===== config.mk =====
export PLATFORM = sky130hd
export DESIGN_NAME = spi_mstr_flat
export DESIGN_NICKNAME = d
export VERILOG_FILES = /design/src/rtl/spi_mstr_if.sv /design/src/rtl/spi_mstr.sv /design/src/flat_wrapper.sv
export SDC_FILE = /design/constraint.sdc
export NUM_CORES = 1
export LEC_CHECK = 0
export CORE_MARGIN = 5
export CORE_UTILIZATION = 51
export CTS_BUF_LIST = sky130_fd_sc_hd__clkbuf_4 sky130_fd_sc_hd__clkbuf_8
export CTS_CLUSTER_DIAMETER = 100
export CTS_CLUSTER_SIZE = 12
export DETAILED_ROUTE_END_ITERATION = 6
export PLACE_DENSITY = 0.92
export SLEW_MARGIN = 20
export SYNTH_ARGS = -nofsm -noshare
export SYNTH_HDL_FRONTEND = slang
export SYNTH_SLANG_ARGS = --single-unit

===== constraint.sdc =====
create_clock -name clk -period 2.1 [get_ports clk]
set_clock_uncertainty 0.05 [all_clocks]
set_input_delay 0.42 -clock clk [delete_from_list [all_inputs] [get_ports clk]]
set_output_delay 0.42 -clock clk [all_outputs]
set_load 0.005 [all_outputs]

===== src/rtl/spi_mstr_if.sv =====
`default_nettype none
// ============================================================================
//  Module   : spi_mstr_if
//  Purpose  : Command-side handshake and SPI pin bundle for spi_mstr.
//             The master modport is the spi_mstr view; the slave modport is
//             the view of whatever drives commands and models the SPI peer.
//             SPI_MSTR_SS_DECODE_EN adds the ss select code and the decoded
//             5-wide slave-select vector.
//  Revision : 1.0  initial release
// ============================================================================
interface spi_mstr_if #(
    parameter int WIDTH = 16
);
    logic             wrt;
    logic [WIDTH-1:0] data_out;
    logic             MISO;
    logic             SCLK;
    logic             MOSI;
    logic             SS_n;
    logic             done;
    logic [WIDTH-1:0] data_in;
`ifdef SPI_MSTR_SS_DECODE_EN
    logic [2:0]       ss;
    logic [4:0]       ss_n_vec;
`endif

    modport master (
        input  wrt,
        input  data_out,
        input  MISO,
`ifdef SPI_MSTR_SS_DECODE_EN
        input  ss,
        output ss_n_vec,
`endif
        output SCLK,
        output MOSI,
        output SS_n,
        output done,
        output data_in
    );

    modport slave (
        output wrt,
        output data_out,
        output MISO,
`ifdef SPI_MSTR_SS_DECODE_EN
        output ss,
        input  ss_n_vec,
`endif
        input  SCLK,
        input  MOSI,
        input  SS_n,
        input  done,
        input  data_in
    );
endinterface
`default_nettype wire


===== src/rtl/spi_mstr.sv =====
`default_nettype none
// ============================================================================
//  Module   : spi_mstr
//  Purpose  : Full-duplex SPI master (SCLK idle high, slave samples MOSI on
//             the rising edge and drives MISO on the falling edge). One
//             WIDTH-bit MSB-first transaction per accepted wrt pulse; done is
//             a level held until the next accepted wrt.
//             Optional macro SPI_MSTR_SS_DECODE_EN: latches a 3-bit slave
//             code on wrt and steers SS_n onto one of five select lines.
//  Revision : 1.0  initial release
// ============================================================================
module spi_mstr #(
    parameter int SCLK_DIV = 16,
    parameter int WIDTH    = 16
) (
    input  wire logic  clk,
    input  wire logic  rst,
    spi_mstr_if.master bus
);

    localparam int c_div_w = $clog2(SCLK_DIV);
    localparam int c_bit_w = $clog2(WIDTH) + 1;

    // div_cnt values at which SCLK changes on the following clock edge
    localparam logic [c_div_w-1:0] c_half_end = c_div_w'(SCLK_DIV / 2 - 1);
    localparam logic [c_div_w-1:0] c_per_end  = c_div_w'(SCLK_DIV - 1);
    localparam logic [c_bit_w-1:0] c_last_bit = c_bit_w'(WIDTH - 1);

    localparam logic [1:0] c_idle  = 2'd0;
    localparam logic [1:0] c_porch = 2'd1;
    localparam logic [1:0] c_shift = 2'd2;
    localparam logic [1:0] c_back  = 2'd3;

    logic [1:0]         state_q,     state_d;
    logic [c_div_w-1:0] div_cnt_q,   div_cnt_d;
    logic [c_bit_w-1:0] bit_cnt_q,   bit_cnt_d;
    logic [WIDTH-1:0]   shift_reg_q, shift_reg_d;
    logic               miso_smp_q,  miso_smp_d;
    logic               sclk_q,      sclk_d;
    logic               ss_n_q,      ss_n_d;
    logic               done_q,      done_d;
`ifdef SPI_MSTR_SS_DECODE_EN
    logic [2:0]         ss_sel_q,    ss_sel_d;
    logic [4:0]         w_ss_n_vec;
`endif

    logic w_half_end;
    logic w_per_end;

    assign w_half_end = (div_cnt_q == c_half_end);
    assign w_per_end  = (div_cnt_q == c_per_end);

    // State register and all datapath flops; reset aborts any transfer
    always_ff @(posedge clk) begin
        if (rst) begin
            state_q     <= c_idle;
            div_cnt_q   <= '0;
            bit_cnt_q   <= '0;
            shift_reg_q <= '0;
            miso_smp_q  <= 1'b0;
            sclk_q      <= 1'b1;
            ss_n_q      <= 1'b1;
            done_q      <= 1'b0;
`ifdef SPI_MSTR_SS_DECODE_EN
            ss_sel_q    <= 3'd0;
`endif
        end else begin
            state_q     <= state_d;
            div_cnt_q   <= div_cnt_d;
            bit_cnt_q   <= bit_cnt_d;
            shift_reg_q <= shift_reg_d;
            miso_smp_q  <= miso_smp_d;
            sclk_q      <= sclk_d;
            ss_n_q      <= ss_n_d;
            done_q      <= done_d;
`ifdef SPI_MSTR_SS_DECODE_EN
            ss_sel_q    <= ss_sel_d;
`endif
        end
    end

    // Next-state: half-period porch, WIDTH full periods, then the high half
    // of the last period as back porch before releasing the slave
    always_comb begin
        state_d = state_q;
        case (state_q)
            c_idle:  if (bus.wrt) state_d = c_porch;
            c_porch: if (w_half_end) state_d = c_shift;
            c_shift: if (w_per_end && (bit_cnt_q == c_last_bit)) state_d = c_back;
            c_back:  if (w_half_end) state_d = c_idle;
            default: state_d = c_idle;
        endcase
    end

    // Datapath: SCLK edges, MISO sampling on rise, shifting on each later fall
    always_comb begin
        // divider free-runs only while the slave is selected
        div_cnt_d   = ss_n_q ? '0 : (div_cnt_q + c_div_w'(1));
        bit_cnt_d   = bit_cnt_q;
        shift_reg_d = shift_reg_q;
        miso_smp_d  = miso_smp_q;
        sclk_d      = sclk_q;
        ss_n_d      = ss_n_q;
        done_d      = done_q;
`ifdef SPI_MSTR_SS_DECODE_EN
        ss_sel_d    = ss_sel_q;
`endif
        case (state_q)
            c_idle: begin
                if (bus.wrt) begin
                    shift_reg_d = bus.data_out;
                    done_d      = 1'b0;
                    ss_n_d      = 1'b0;
                    div_cnt_d   = '0;
                    bit_cnt_d   = '0;
`ifdef SPI_MSTR_SS_DECODE_EN
                    ss_sel_d    = bus.ss;
`endif
                end
            end
            c_porch: begin
                // first falling edge: slave puts out its MSB, nothing to shift yet
                if (w_half_end) sclk_d = 1'b0;
            end
            c_shift: begin
                if (w_per_end) begin
                    sclk_d     = 1'b1;
                    miso_smp_d = bus.MISO;
                    bit_cnt_d  = bit_cnt_q + c_bit_w'(1);
                end else if (w_half_end) begin
                    sclk_d      = 1'b0;
                    shift_reg_d = {shift_reg_q[WIDTH-2:0], miso_smp_q};
                end
            end
            c_back: begin
                // SCLK stays high; the last sampled bit is shifted in here
                if (w_half_end) begin
                    shift_reg_d = {shift_reg_q[WIDTH-2:0], miso_smp_q};
                    ss_n_d      = 1'b1;
                    done_d      = 1'b1;
                    div_cnt_d   = '0;
                end
            end
            default: ;
        endcase
    end

`ifdef SPI_MSTR_SS_DECODE_EN
    // Route SS_n to the latched slave code; codes 5..7 select nobody
    always_comb begin
        w_ss_n_vec = 5'h1F;
        for (int i = 0; i < 5; i++) begin
            if (ss_sel_q == 3'(i)) w_ss_n_vec[i] = ss_n_q;
        end
    end

    assign bus.ss_n_vec = w_ss_n_vec;
`endif

    assign bus.SCLK    = sclk_q;
    assign bus.MOSI    = shift_reg_q[WIDTH-1];
    assign bus.SS_n    = ss_n_q;
    assign bus.done    = done_q;
    assign bus.data_in = shift_reg_q;

endmodule
`default_nettype wire


===== src/flat_wrapper.sv =====
// flat-port wrapper written by rule: the top's interface ports become plain ports
module spi_mstr_flat 
#(
    parameter int SCLK_DIV = 16,
    parameter int WIDTH    = 16
)
  (clk, rst, bus_wrt, bus_data_out, bus_MISO, bus_SCLK, bus_MOSI, bus_SS_n, bus_done, bus_data_in);
  spi_mstr_if #(.WIDTH(WIDTH)) bus_i ();
  input  wire logic clk;
  input  wire logic rst;
  input wire logic [$bits(bus_i.wrt)-1:0] bus_wrt;
  input wire logic [$bits(bus_i.data_out)-1:0] bus_data_out;
  input wire logic [$bits(bus_i.MISO)-1:0] bus_MISO;
  output wire logic [$bits(bus_i.SCLK)-1:0] bus_SCLK;
  output wire logic [$bits(bus_i.MOSI)-1:0] bus_MOSI;
  output wire logic [$bits(bus_i.SS_n)-1:0] bus_SS_n;
  output wire logic [$bits(bus_i.done)-1:0] bus_done;
  output wire logic [$bits(bus_i.data_in)-1:0] bus_data_in;
  assign bus_i.wrt = bus_wrt;
  assign bus_i.data_out = bus_data_out;
  assign bus_i.MISO = bus_MISO;
  assign bus_SCLK = bus_i.SCLK;
  assign bus_MOSI = bus_i.MOSI;
  assign bus_SS_n = bus_i.SS_n;
  assign bus_done = bus_i.done;
  assign bus_data_in = bus_i.data_in;
  spi_mstr #(.SCLK_DIV(SCLK_DIV), .WIDTH(WIDTH)) u_core (.clk(clk), .rst(rst), .bus(bus_i));
endmodule

==> images/cell_classes.png <==
Scale bar: 20 um.
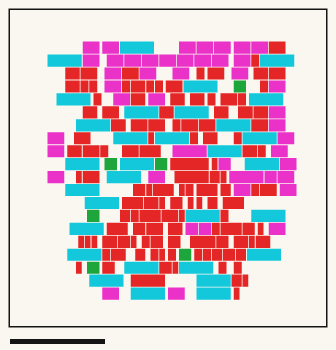
red -> all other logic  # cells 123, share of their area 45%
green -> clock drivers and dummy loads  # cells 6, share of their area 2.2%
cyan -> flip-flops  # cells 31, share of their area 30%
magenta -> other buffers and delay cells  # cells 45, share of their area 22%
total non-filler cell area in the finished layout: 2110 sq um
core occupancy in the finished layout: 69.1%
sequential fraction of total cell area: 29.4%
Site Rows: 20

==> images/port_nets.png <==
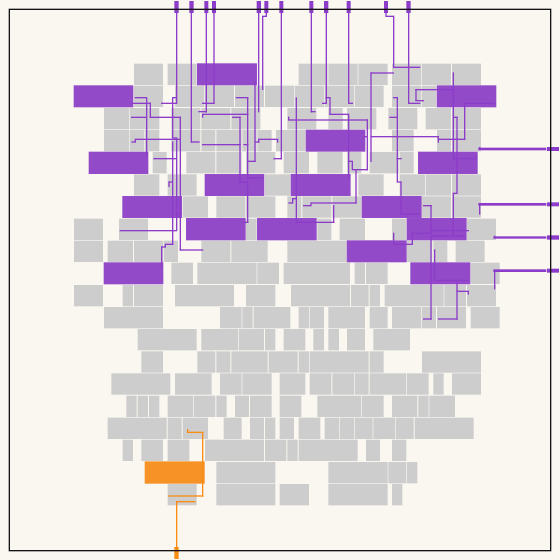
orange -> `bus_SCLK`  # bits 1, direction output, end cells 1, buffers 1, wire 22.1 um
purple -> `bus_data_in`  # bits 16, direction output, end cells 16, buffers 16, wire 535 um

==> images/drive_strength.png <==
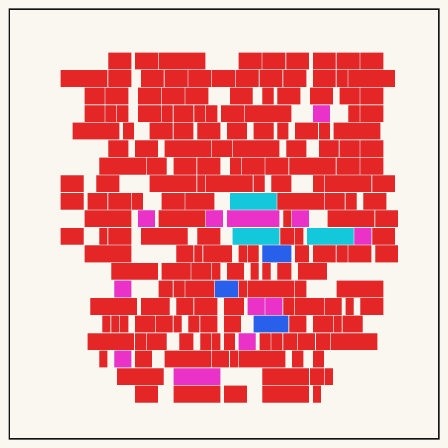
magenta -> drive 3 to 4  # cells 12, most used clkbuf_4
blue -> drive 2  # cells 3
cyan -> drive 6 and up  # cells 3, most used buf_12
red -> drive 1 or less  # cells 187, most used clkdlybuf4s50_1
Repair and plain buffers: 45
synth-to-layout area growth: 30.0%
final worst-path setup slack: 148 ps

==> images/final_congestion.png <==
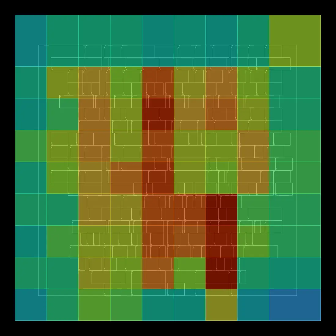
per-cell routed wire length: 15.4 um
grt met3 use: 4.08%
most congested layer reported by global routing: met2

==> run notes <==
Summary of the current implementation state.

- The worst register-to-register path has a setup slack of 150 ps.
- Per the cell usage report, the commonest logic cells after layout are 39 x sky130_fd_sc_hd__clkdlybuf4s50_1, 31 x sky130_fd_sc_hd__dfxtp_1, 23 x sky130_fd_sc_hd__a21oi_1, 17 x sky130_fd_sc_hd__mux2i_1, 16 x sky130_fd_sc_hd__a311oi_1.
- The combinational cell area excluding buffers and inverters is 901 sq um, for reference.
- The synthesized design contains 0 enable-type register cells.
- The clock reaches the later pin of the worst-skew pair after 320 ps.
- The core utilization before placement is 53.1%, for reference.
- The synthesis-stage register bit count is 31, for reference.
- The placed cell count is 243, for reference.
- The timing report shows that the slowest cell on the worst path is sky130_fd_sc_hd__a211oi_2.
- The share of total power consumed by net switching is 39.9%, for reference.
- The xor and xnor fraction of the mapped netlist area is 1.62%, for reference.
- The flow ran to the end, and the final reports show no timing, DRC or antenna violations.
- Each instance of the synthesized netlist takes up on average 9.65 sq um.
- The number of clock sinks is 31, for reference.
- In the per-layer breakdown of the detailed-route log, met1 shows 1.52 mm.
- The area fraction in compound gates after synthesis is 24.2%, for reference.
- The routed design could run at a clock period as short as 1950 ps.
- The net switching component of the power is 1110 uW, for reference.
- The startpoint identified for the worst hold timing path is u_core.div_cnt_q[0]$_SDFF_PP0_.
- STA classifies the critical path endpoint as a flop.
- The total clock buffers created by CTS is 5, for reference.
- In this run the worst setup path begins at u_core.state_q[0]$_SDFFE_PP0P_.
- The endpoint of the worst setup timing path is u_core.bit_cnt_q[2]$_SDFFE_PP0P_, for reference.
- Clock buffers in the final layout number 6.
- The total of buffers placed on input and output ports is 39, for reference.
- Static timing analysis puts the maximum clock frequency at 512 MHz.
- The global routing report lists met1 layer usage as 21.0%.
- After synthesis, the cell types taking the most area are sky130_fd_sc_hd__dfxtp_1 38%, sky130_fd_sc_hd__mux2i_1 10%, sky130_fd_sc_hd__a311oi_1 8.6%.
- The maximum level of the CTS H-tree is 2, for reference.
- Power attributed to the clock group is 316 uW.
- The pre-antenna-repair detailed-routing pass consisted of 5 iterations.
- The placer congestion estimate is 0.865, for reference.
- For this design the static power due to leakage is 0.000926 uW.
- The max-cap violation count is 0, for reference.
- The maximum vdd ir drop is 0.756 mV, for reference.
- The global-route wire length before repair is 6.19 mm, for reference.
- At floorplan, the net count of the design was reported as 195.
- The group that draws the most power in this run is combinational cells.
- The number of nets in the final layout is 233, for reference.
- The critical path goes through inv_1 -> ha_1 -> nor2_1 -> a211oi_2 -> a211oi_1 -> a31o_1.
- The amount of wire on met3 after detailed routing is 194 um, for reference.
Power and IR drop assume default switching activity.
